File: src/rtl/riscv_pkg.sv
`default_nettype none
// ============================================================================
// Module      : riscv_pkg
// Description : RV32I opcode constants, datapath default and immediate formats
// Revision    : 1.0 - initial release
// ============================================================================
package riscv_pkg;

    localparam int c_xlen = 32;

    localparam logic [6:0] c_opc_lui    = 7'b0110111;
    localparam logic [6:0] c_opc_auipc  = 7'b0010111;
    localparam logic [6:0] c_opc_jal    = 7'b1101111;
    localparam logic [6:0] c_opc_jalr   = 7'b1100111;
    localparam logic [6:0] c_opc_branch = 7'b1100011;
    localparam logic [6:0] c_opc_load   = 7'b0000011;
    localparam logic [6:0] c_opc_store  = 7'b0100011;
    localparam logic [6:0] c_opc_op_imm = 7'b0010011;
    localparam logic [6:0] c_opc_op     = 7'b0110011;

    typedef enum logic [2:0] {
        IMM_I,
        IMM_S,
        IMM_B,
        IMM_U,
        IMM_J,
        IMM_NONE
    } imm_fmt_t;

endpackage
`default_nettype wire

File: src/rtl/scoreboard.sv
`default_nettype none
// ============================================================================
// Module      : scoreboard
// Description : Per-register busy bits tracking in-flight register writers
// Revision    : 1.0 - initial release
// ============================================================================
module scoreboard #(
    parameter int NREG = 32
) (
    input  logic       clk,
    input  logic       rst,
    input  logic       set_en,
    input  logic [4:0] set_reg,
    input  logic       wb_clr_en,
    input  logic [4:0] wb_clr_reg,
    input  logic       flush_clr_en,
    input  logic [4:0] flush_clr_reg,
    input  logic [4:0] rs1_addr,
    input  logic [4:0] rs2_addr,
    input  logic [4:0] rd_addr,
    output logic       rs1_busy,
    output logic       rs2_busy,
    output logic       rd_busy
);

    logic [NREG-1:0] r_busy;
    logic [NREG-1:0] w_busy_nxt;

    // Set is applied last so an issuing writer wins over a same-cycle clear.
    always_comb begin
        w_busy_nxt = r_busy;
        if (wb_clr_en)    w_busy_nxt[wb_clr_reg]    = 1'b0;
        if (flush_clr_en) w_busy_nxt[flush_clr_reg] = 1'b0;
        if (set_en)       w_busy_nxt[set_reg]       = 1'b1;
        w_busy_nxt[0] = 1'b0;
    end

    always_ff @(posedge clk) begin
        if (rst) r_busy <= '0;
        else     r_busy <= w_busy_nxt;
    end

    assign rs1_busy = r_busy[rs1_addr];
    assign rs2_busy = r_busy[rs2_addr];
    assign rd_busy  = r_busy[rd_addr];

endmodule
`default_nettype wire

File: src/rtl/decode_stage.sv
`default_nettype none
// ============================================================================
// Module      : decode_stage
// Description : RV32I decode with hazard scoreboard and ID/EX pipeline register
// Revision    : 1.0 - initial release
// ============================================================================
module decode_stage
    import riscv_pkg::*;
#(
    parameter int XLEN = c_xlen,
    parameter int NREG = 32
) (
    input  logic            clk,
    input  logic            rst,
    input  logic            if_valid,
    output logic            if_ready,
    input  logic [31:0]     if_instr,
    input  logic [XLEN-1:0] if_pc,
    output logic [4:0]      rf_read_reg1,
    output logic [4:0]      rf_read_reg2,
    input  logic [XLEN-1:0] rf_read_data1,
    input  logic [XLEN-1:0] rf_read_data2,
    input  logic            wb_valid,
    input  logic [4:0]      wb_reg,
    input  logic            flush,
    output logic            ex_valid,
    input  logic            ex_ready,
    output logic [XLEN-1:0] ex_pc,
    output logic [XLEN-1:0] ex_rs1_data,
    output logic [XLEN-1:0] ex_rs2_data,
    output logic [XLEN-1:0] ex_imm,
    output logic [4:0]      ex_rd,
    output logic [6:0]      ex_opcode,
    output logic [2:0]      ex_funct3,
    output logic [6:0]      ex_funct7,
    output logic            ex_reg_write,
    output logic            ex_illegal
);

    logic [6:0]      w_opcode;
    logic [4:0]      w_rd;
    logic            w_legal;
    logic            w_rs1_used;
    logic            w_rs2_used;
    logic            w_writes;
    logic            w_reg_write;
    imm_fmt_t        w_fmt;
    logic [XLEN-1:0] w_imm;
    logic            w_rs1_busy;
    logic            w_rs2_busy;
    logic            w_rd_busy;
    logic            w_hazard;
    logic            w_fire;

    assign w_opcode     = if_instr[6:0];
    assign w_rd         = if_instr[11:7];
    assign rf_read_reg1 = if_instr[19:15];
    assign rf_read_reg2 = if_instr[24:20];

    always_comb begin
        w_legal    = (if_instr[1:0] == 2'b11);
        w_fmt      = IMM_NONE;
        w_rs1_used = 1'b1;
        w_rs2_used = 1'b0;
        w_writes   = 1'b1;
        case (w_opcode)
            c_opc_lui, c_opc_auipc: begin
                w_fmt      = IMM_U;
                w_rs1_used = 1'b0;
            end
            c_opc_jal: begin
                w_fmt      = IMM_J;
                w_rs1_used = 1'b0;
            end
            c_opc_jalr, c_opc_load, c_opc_op_imm: w_fmt = IMM_I;
            c_opc_branch: begin
                w_fmt      = IMM_B;
                w_rs2_used = 1'b1;
                w_writes   = 1'b0;
            end
            c_opc_store: begin
                w_fmt      = IMM_S;
                w_rs2_used = 1'b1;
                w_writes   = 1'b0;
            end
            c_opc_op: w_rs2_used = 1'b1;
            default:  w_legal    = 1'b0;
        endcase
        // Illegal encodings use no registers, so they can never stall.
        if (!w_legal) begin
            w_fmt      = IMM_NONE;
            w_rs1_used = 1'b0;
            w_rs2_used = 1'b0;
            w_writes   = 1'b0;
        end
    end

    always_comb begin
        w_imm = '0;
        case (w_fmt)
            IMM_I: w_imm = {{(XLEN-12){if_instr[31]}}, if_instr[31:20]};
            IMM_S: w_imm = {{(XLEN-12){if_instr[31]}}, if_instr[31:25], if_instr[11:7]};
            IMM_B: w_imm = {{(XLEN-12){if_instr[31]}}, if_instr[7], if_instr[30:25],
                            if_instr[11:8], 1'b0};
            IMM_U: w_imm = {{(XLEN-32){if_instr[31]}}, if_instr[31:12], 12'b0};
            IMM_J: w_imm = {{(XLEN-20){if_instr[31]}}, if_instr[19:12], if_instr[20],
                            if_instr[30:21], 1'b0};
            default: w_imm = '0;
        endcase
    end

    assign w_reg_write = w_writes && (w_rd != 5'd0);
    assign w_hazard    = w_legal && ((w_rs1_used && w_rs1_busy) ||
                                     (w_rs2_used && w_rs2_busy) ||
                                     (w_reg_write && w_rd_busy));
    assign if_ready    = !w_hazard && !flush && (!ex_valid || ex_ready);
    assign w_fire      = if_valid && if_ready;

    scoreboard #(
        .NREG (NREG)
    ) u_sb (
        .clk           (clk),
        .rst           (rst),
        .set_en        (w_fire && w_reg_write),
        .set_reg       (w_rd),
        .wb_clr_en     (wb_valid),
        .wb_clr_reg    (wb_reg),
        .flush_clr_en  (flush && ex_valid && ex_reg_write),
        .flush_clr_reg (ex_rd),
        .rs1_addr      (rf_read_reg1),
        .rs2_addr      (rf_read_reg2),
        .rd_addr       (w_rd),
        .rs1_busy      (w_rs1_busy),
        .rs2_busy      (w_rs2_busy),
        .rd_busy       (w_rd_busy)
    );

    always_ff @(posedge clk) begin
        if (rst) begin
            ex_valid     <= 1'b0;
            ex_pc        <= '0;
            ex_rs1_data  <= '0;
            ex_rs2_data  <= '0;
            ex_imm       <= '0;
            ex_rd        <= '0;
            ex_opcode    <= '0;
            ex_funct3    <= '0;
            ex_funct7    <= '0;
            ex_reg_write <= 1'b0;
            ex_illegal   <= 1'b0;
        end else if (flush) begin
            ex_valid <= 1'b0;
        end else if (w_fire) begin
            ex_valid     <= 1'b1;
            ex_pc        <= if_pc;
            ex_rs1_data  <= rf_read_data1;
            ex_rs2_data  <= rf_read_data2;
            ex_imm       <= w_imm;
            ex_rd        <= w_rd;
            ex_opcode    <= w_opcode;
            ex_funct3    <= if_instr[14:12];
            ex_funct7    <= if_instr[31:25];
            ex_reg_write <= w_reg_write;
            ex_illegal   <= !w_legal;
        end else if (ex_ready) begin
            ex_valid <= 1'b0;
        end
    end

endmodule
`default_nettype wire

File: config.mk
export PLATFORM = sky130hd
export DESIGN_NAME = decode_stage
export DESIGN_NICKNAME = d
export VERILOG_FILES = /design/src/rtl/riscv_pkg.sv /design/src/rtl/scoreboard.sv /design/src/rtl/decode_stage.sv
export SDC_FILE = /design/constraint.sdc
export NUM_CORES = 1
export LEC_CHECK = 0
export CORE_MARGIN = 8
export CORE_UTILIZATION = 45
export DETAILED_ROUTE_END_ITERATION = 10
export GPL_TIMING_DRIVEN = 0
export PLACE_DENSITY = 0.88
export SETUP_SLACK_MARGIN = 0.02
export SLEW_MARGIN = 20
export SYNTH_ARGS = -nofsm -noshare
export SYNTH_HDL_FRONTEND = slang
export SYNTH_SLANG_ARGS = --single-unit
File: constraint.sdc
create_clock -name clk -period 7.86 [get_ports clk]
set_clock_uncertainty 0.1 [all_clocks]
set_input_delay 1.572 -clock clk [delete_from_list [all_inputs] [get_ports clk]]
set_output_delay 1.572 -clock clk [all_outputs]
set_load 0.02 [all_outputs]
Figure 1. Where the registers sit.
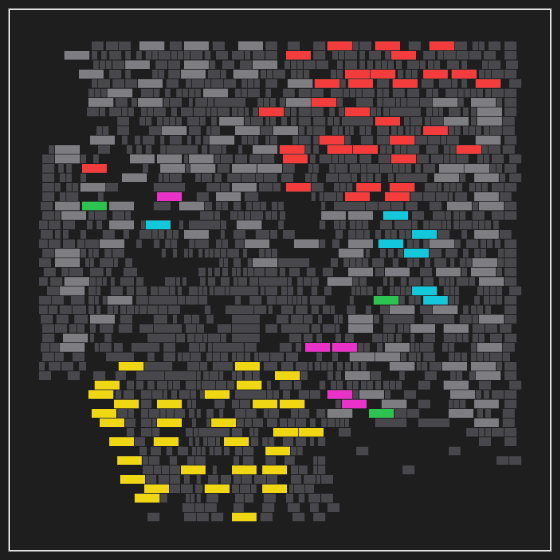
| colour | name in the netlist | flops |
|---|---|---|
| cyan | ex_funct7 | 7 |
| red | ex_rs1_data | 32 |
| magenta | ex_rd | 5 |
| green | ex_funct3 | 3 |
| yellow | u_sb.r_busy | 31 |
not coloured: 106

Figure 2. Cell classes on the final placement.
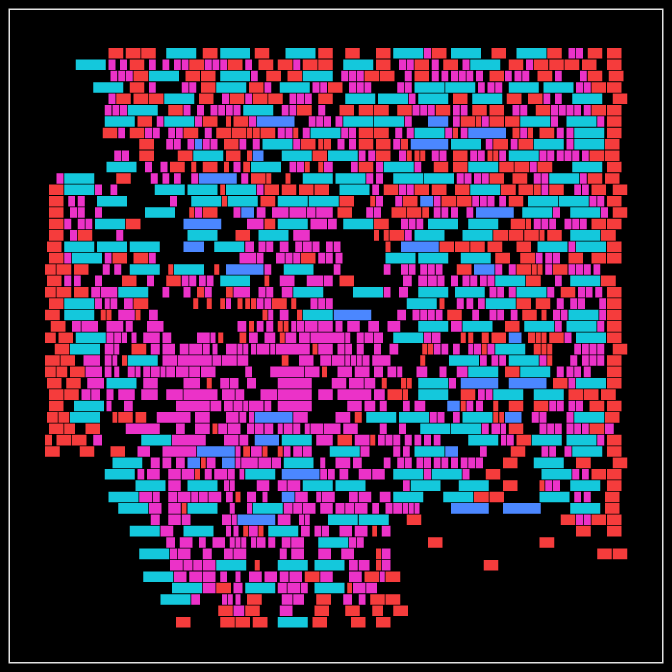
| colour | class | cells |
|---|---|---|
| magenta | remaining logic cells | 746 |
| blue | clock drivers and dummy loads | 32 |
| red | remaining buffers and delay cells | 414 |
| cyan | registers | 184 |

==> flow_metrics.rpt <==
PHYSICAL IMPLEMENTATION REPORT
----------------------------------------------------
[Power]
  Group with the largest share of power ........................ sequential cells
  Cell leakage power ........................ approximately 4.3 nW
  Combinational Power ........................ 0.385 mW
  Total power after layout ........................ 2.209 mW

[Detailed routing]
  M1 WL ........................ 13,730 µm
  Met3 wirelength from detailed routing ........................ 3991 µm
  Vias ........................ 9,971
  Highest routing layer actually used ........................ met4

[Setup path]
  Setup slack on the worst flop-to-flop path ........................ 4.19 ns
  Arrival time at the worst endpoint ........................ 5.52 ns
  Worst flop-to-flop path startpoint ........................ u_sb.r_busy[7]$_SDFF_PP0_
  Setup crit end ........................ if_ready
  Setup Crit Path Kind ........................ in2out
  Startpoint type of the worst setup path ........................ input pin

[Outcome]
  Status ........................ completed

[STA]
  Final Max-Slew Violation Tally ........................ 0
  Max transition margin ........................ 0.3487
  Final total negative setup slack ........................ 0 ns
  Finish-stage setup viols ........................ 0
  Final worst-path cycle share ........................ 0.9144
  Final setup margin ........................ 0.6730 ns
  Worst-case hold slack ........................ 0.3728 ns

[Global route]
  Largest net degree at the start of global routing ........................ 18
  Number of global-route vias before repair ........................ 9,628
  Global routing's busiest layer ........................ met2
  Met2 Use GR ........................ 0.4506
  Number of antenna violations at the first check in global routing ........................ 1

[Layout]
  Area growth from synthesis to layout ........................ 43.77%
  Count of fill cells added during filler insertion ........................ 1,602
  Most frequent cells in the layout ........................ clkdlybuf4s50_1, dfxtp_1, a21oi_1, nand3_1, o21ai_0
  Final cell count without fillers ........................ 1,642

[Logic synthesis]
  Share of the synthesized area in the top cell type ........................ 0.4184
  Register share after synthesis ........................ 0.4184
  Synth top cells by count ........................ dfxtp_1, a21oi_1, nand3_1, o21ai_0, clkbuf_1
  Post-synth top flop ........................ dfxtp_1
  Main logic family ........................ AND-OR/OR-AND gates
  Unique masters post-synth ........................ 52
  Mux share of post-synthesis cell area ........................ 0.09053
  Ranking of synthesized cells by area ........................ dfxtp_1, a21oi_1, nand3_1
  Cell count in the Yosys report ........................ 1,050

[Clock network]
  Clock-pin slew on the worst setup and hold paths ........................ approximately 0.060 ns
  Number of buffers created by CTS ........................ 17

[Placement]
  Count of buffers from port buffering ........................ 294
  Cell Area, Placed ........................ about 12,000 µm²

[Floorplan]
  Height of the die ........................ 155.9 µm

[Hold path]
  Sink of the worst hold path ........................ ex_pc[25]$_SDFFE_PP0P_

----------------------------------------------------
Figure 3. Logic cells by family.
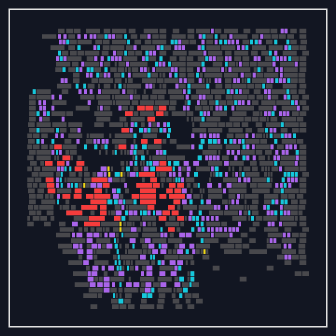
| colour | family | cells | most used |
|---|---|---|---|
| purple | aoi and oai cells | 374 | a21oi_1 |
| yellow | inv cells | 7 | inv_1 |
| red | mux cells | 59 | mux2_2 |
| cyan | nand cells | 204 | nand3_1 |

==> worst max-delay path: stages <==
cell and delay, ns:
clkdlybuf4s50_1 0.51, clkbuf_1 0.45, nor3_1 0.18, and3_1 0.19, a2111oi_0 0.40, nor4bb_1 0.49
o21a_1 0.19, buf_2 0.28, buf_2 0.27, clkbuf_1 0.34, nor3_1 0.10, clkdlybuf4s50_1 0.55
==> final cells by class <==
class / instances / area (µm²) / share of cell area
repair buffers: 294 / 2943 / 0.2325
plain buffers: 120 / 513.0 / 0.04053
flip-flops and latches: 184 / 3684 / 0.2910
well taps: 265 / 331.6 / 0.02620
clock inverters: 12 / 110.1 / 0.008699
multi-input cells: 739 / 4581 / 0.3619
diodes: 1 / 2.502 / 0.0001977
clock buffers: 20 / 466.7 / 0.03687
inverters: 7 / 26.28 / 0.002076
Power and IR drop assume default switching activity.
